Figure 1. Cells by drive strength.
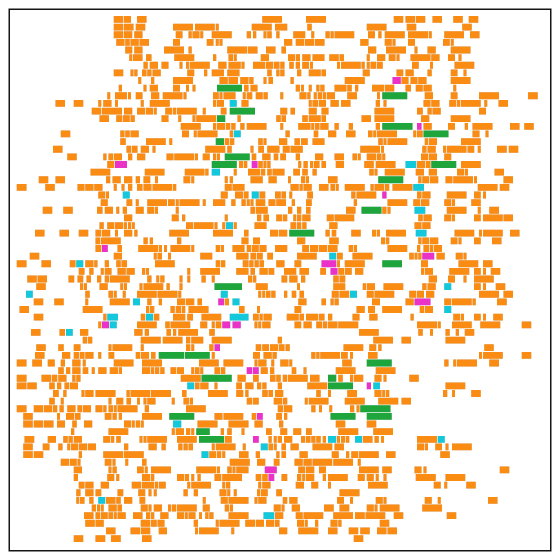
Figure 2. Clock wiring as the flow saved it.
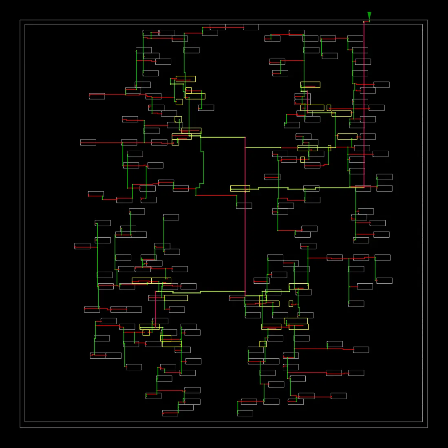
Figure 3. Placement by cell class.
The bar under the picture is 50 um long. Fill, decap, tap and diode cells in gray.
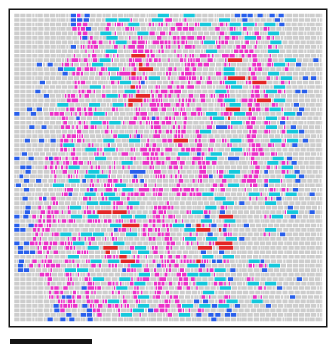
Design div_iter_flat, sky130hd; sources not shown.
==> qor.log <==
[clock_tree] number of H-tree levels 4
[final_timing] Final Max-Slew Violation Tally 0
[power] total leakage power 0.00489 uW
[worst_setup_path] endpoint arrival time on the critical path 4.37 ns
[worst_setup_path] length in cells of the worst reg-to-reg path 13
[worst_setup_path] crit end category flop
[final_timing] final worst path period share 0.808
[logic_synthesis] sequential element share of the synthesized area 0.321
[placed_design] dpl ws 0.521 ns
[final_layout] max reg flops 64
[route] highest routing layer actually used met4
[final_layout] ratio of cells with drive above 1 in the final layout 0.0564
[worst_setup_path] critical path type primary input to flop
[route] routed wire length per instance 16.1 um
[placed_design] estimated wirelength of the detail-placed design 23700 um
[route] routed length on met3 1440 um
[logic_synthesis] top cells by area, synth dfxtp_1, xor2_1, a211oi_1
[power] switching power summed over all nets 965 uW
[grt] largest net degree at the start of global routing 97
[job] number of warning messages in the logs 26
[power] total power divided by cell area 256 nW/um2
[logic_synthesis] main flop type dfxtp_1
[grt] antenna violations before repair 0
[clock_tree] buffer type at the clock tree root clkbuf_16
[route] routed length on met1 17800 um
[grt] overflow left after global routing 0
[logic_synthesis] post-synth top area cell dfxtp_1
[power] proportion of power drawn by flip-flops and latches 0.422
[worst_setup_path] worst reg-to-reg setup slack 1.22 ns
[grt] all-layer global routing usage 0.170
[placed_design] Final Wtd Congestion 0.858
[worst_setup_path] Largest stage delay, worst path 0.61 ns
[logic_synthesis] number of flops mapped to enable cells by yosys 0
[floorplanning] vertical die size 192 um
[route] total iterations of the first detailed-routing run 5
[route] routed length on met2 11700 um
[floorplanning] I/O pin total 135
[outcome] run status complete, no violations
[final_layout] n_diodes 0
[route] Vias per Instance 5.00
[floorplanning] total die size 37000 um2
[job] max-capacitance violation count 0
[final_layout] Final nets 1566
[power] Switching Share 0.288
[final_timing] Tightest Pin Transition 1.08 ns
[clock_tree] Longest Clk Path Bufs 2
[floorplanning] starting utilization of the core area 0.302
[final_timing] shortest clock period the worst path allows after layout 4.20 ns
[route] drt total wl 31100 um
[worst_setup_path] most numerous cell on the critical path nor3_1
[route] Residual DRC 0
[logic_synthesis] Top-area cell share 0.321
[final_timing] setup repair after global routing missed its margin false
[clock_tree] number of buffers added to fix hold violations after cts 0
[logic_synthesis] mean cell area of the mapped netlist 7.80 um2
[worst_setup_path] Startpoint Class primary input
[logic_synthesis] synthesized chip area reported by yosys 10600 um2
[logic_synthesis] top cells by instance count after synthesis dfxtp_1, nor2_1, a21oi_1, nand2_1, a211oi_1
[final_timing] Post-Route Setup TNS 0 ns
[logic_synthesis] Yosys Warn Count 0
[grt] vias in the first global route 8912
[final_timing] final-report hold violation count 0
[final_layout] area delta synth->final 22.5%
[route] Final ANT Viol Nets 0
[clock_tree] number of gates resized after CTS 0
[placed_design] # port buffers 134
[route] violation count after the first detailed-route iteration 750
[logic_synthesis] net count after synthesis 1473
[min_path] number of stages on the worst hold path 2
[final_timing] maximum frequency from static timing analysis 0.238 GHz
Back to the opening pictures, Figure 1:
magenta -> x2  # cells 22, share 1.5%
orange -> x1 and smaller  # cells 1388, share 94%
green -> x6 and larger  # cells 27, share 1.8%
cyan -> x3 and x4  # cells 34, share 2.3%
cell area after layout: 13000 um2
non-clock buffer count: 159

Back to the opening pictures, Figure 2:
total number of sequential cells: 171
Num CTS Buffers: 17
number of clock buffer instances in the layout: 19
Num Clock Sinks: 171
clock network latency to the later pin of the worst-skew pair: 0.43 ns

Back to the opening pictures, Figure 3:
cyan -> registers  # cells 171, share of their area 27%
blue -> remaining buffers and delay cells  # cells 159, share of their area 13%
red -> clock drivers and dummy loads  # cells 32, share of their area 4.9%
magenta -> remaining logic cells  # cells 1109, share of their area 55%
utilization of the core after routing: 0.370
core box area: 35200 um2
std cell rows: 69
fraction of area in registers: 0.262

[power groups by stage]
stage | logic [uW] | registers, uW | clock network [uW]
3_5_place_dp | 591 | 1440 | 0
2_1_floorplan | 411 | 1420 | 0
3_3_place_gp | 590 | 1440 | 0
4_1_cts | 594 | 1410 | 1370
6_report | 597 | 1410 | 1340
5_1_grt | 670 | 1420 | 1420
[critical path, delay by kind of cell]
family          cells  cell delay [ns]
simple gates        5             1.96
xor+xnor            1             0.17
buf+inv             1             0.45
compound gates      2             0.22
[stage by stage]
stage	power, uW	cells	utilization
2_1_floorplan	1830	1365	-
3_5_place_dp	2030	1899	0.352
5_1_grt	3510	1932	0.370
3_3_place_gp	2030	1899	0.352
6_report	3350	1932	0.370
4_1_cts	3380	1931	0.370
[cell usage in the layout, fill, tap and decap left out, types with 8 or more instances in the layout]
master / n
dfxtp_1: 171
nor2_1: 169
clkdlybuf4s50_1: 133
a21oi_1: 125
nand2_1: 124
a211oi_1: 91
xor2_1: 87
o21ai_0: 86
xnor2_1: 54
inv_1: 46
ha_1: 38
o31ai_1: 33
or3_1: 24
buf_4: 23
mux2i_1: 22
nor3_1: 18
clkbuf_16: 17
nand3_1: 14
nand2b_1: 14
a21o_1: 13
nor2b_1: 11
nor4_1: 11
and3_1: 10
or4_1: 9
a31oi_1: 8
or2_2: 8
o41ai_1: 8
a221oi_1: 8
[routing by layer]
layer  track usage  up-vias
met2         0.223      183
met5             0        -
li1              -     5076
met1         0.278     4395
met4        0.0317        0
met3        0.0304       11
[logic make-up after synthesis]
kind of cell,count (synthesis),synth area share
AOI/OAI and AO/OA,413,0.247
and+or+nand+nor,448,0.197
muxes,22,0.0207
buffers and inverters,131,0.0518
xor gates and xnor gates,141,0.116
adders and majority gates,39,0.0465
DFF,171,0.321
[layout make-up]
| cell class | instances | area (um2) |
|---|---|---|
| flip-flops and latches | 171 | 3420 |
| fillers | 3701 | 22200 |
| inverters | 46 | 173 |
| multi-input cells | 1063 | 6700 |
| clock inverters | 13 | 165 |
| repair buffers | 159 | 1570 |
| clock buffers | 19 | 443 |
| well taps | 461 | 577 |
Power figures rest on the tool's default switching activity, not on a simulated workload.
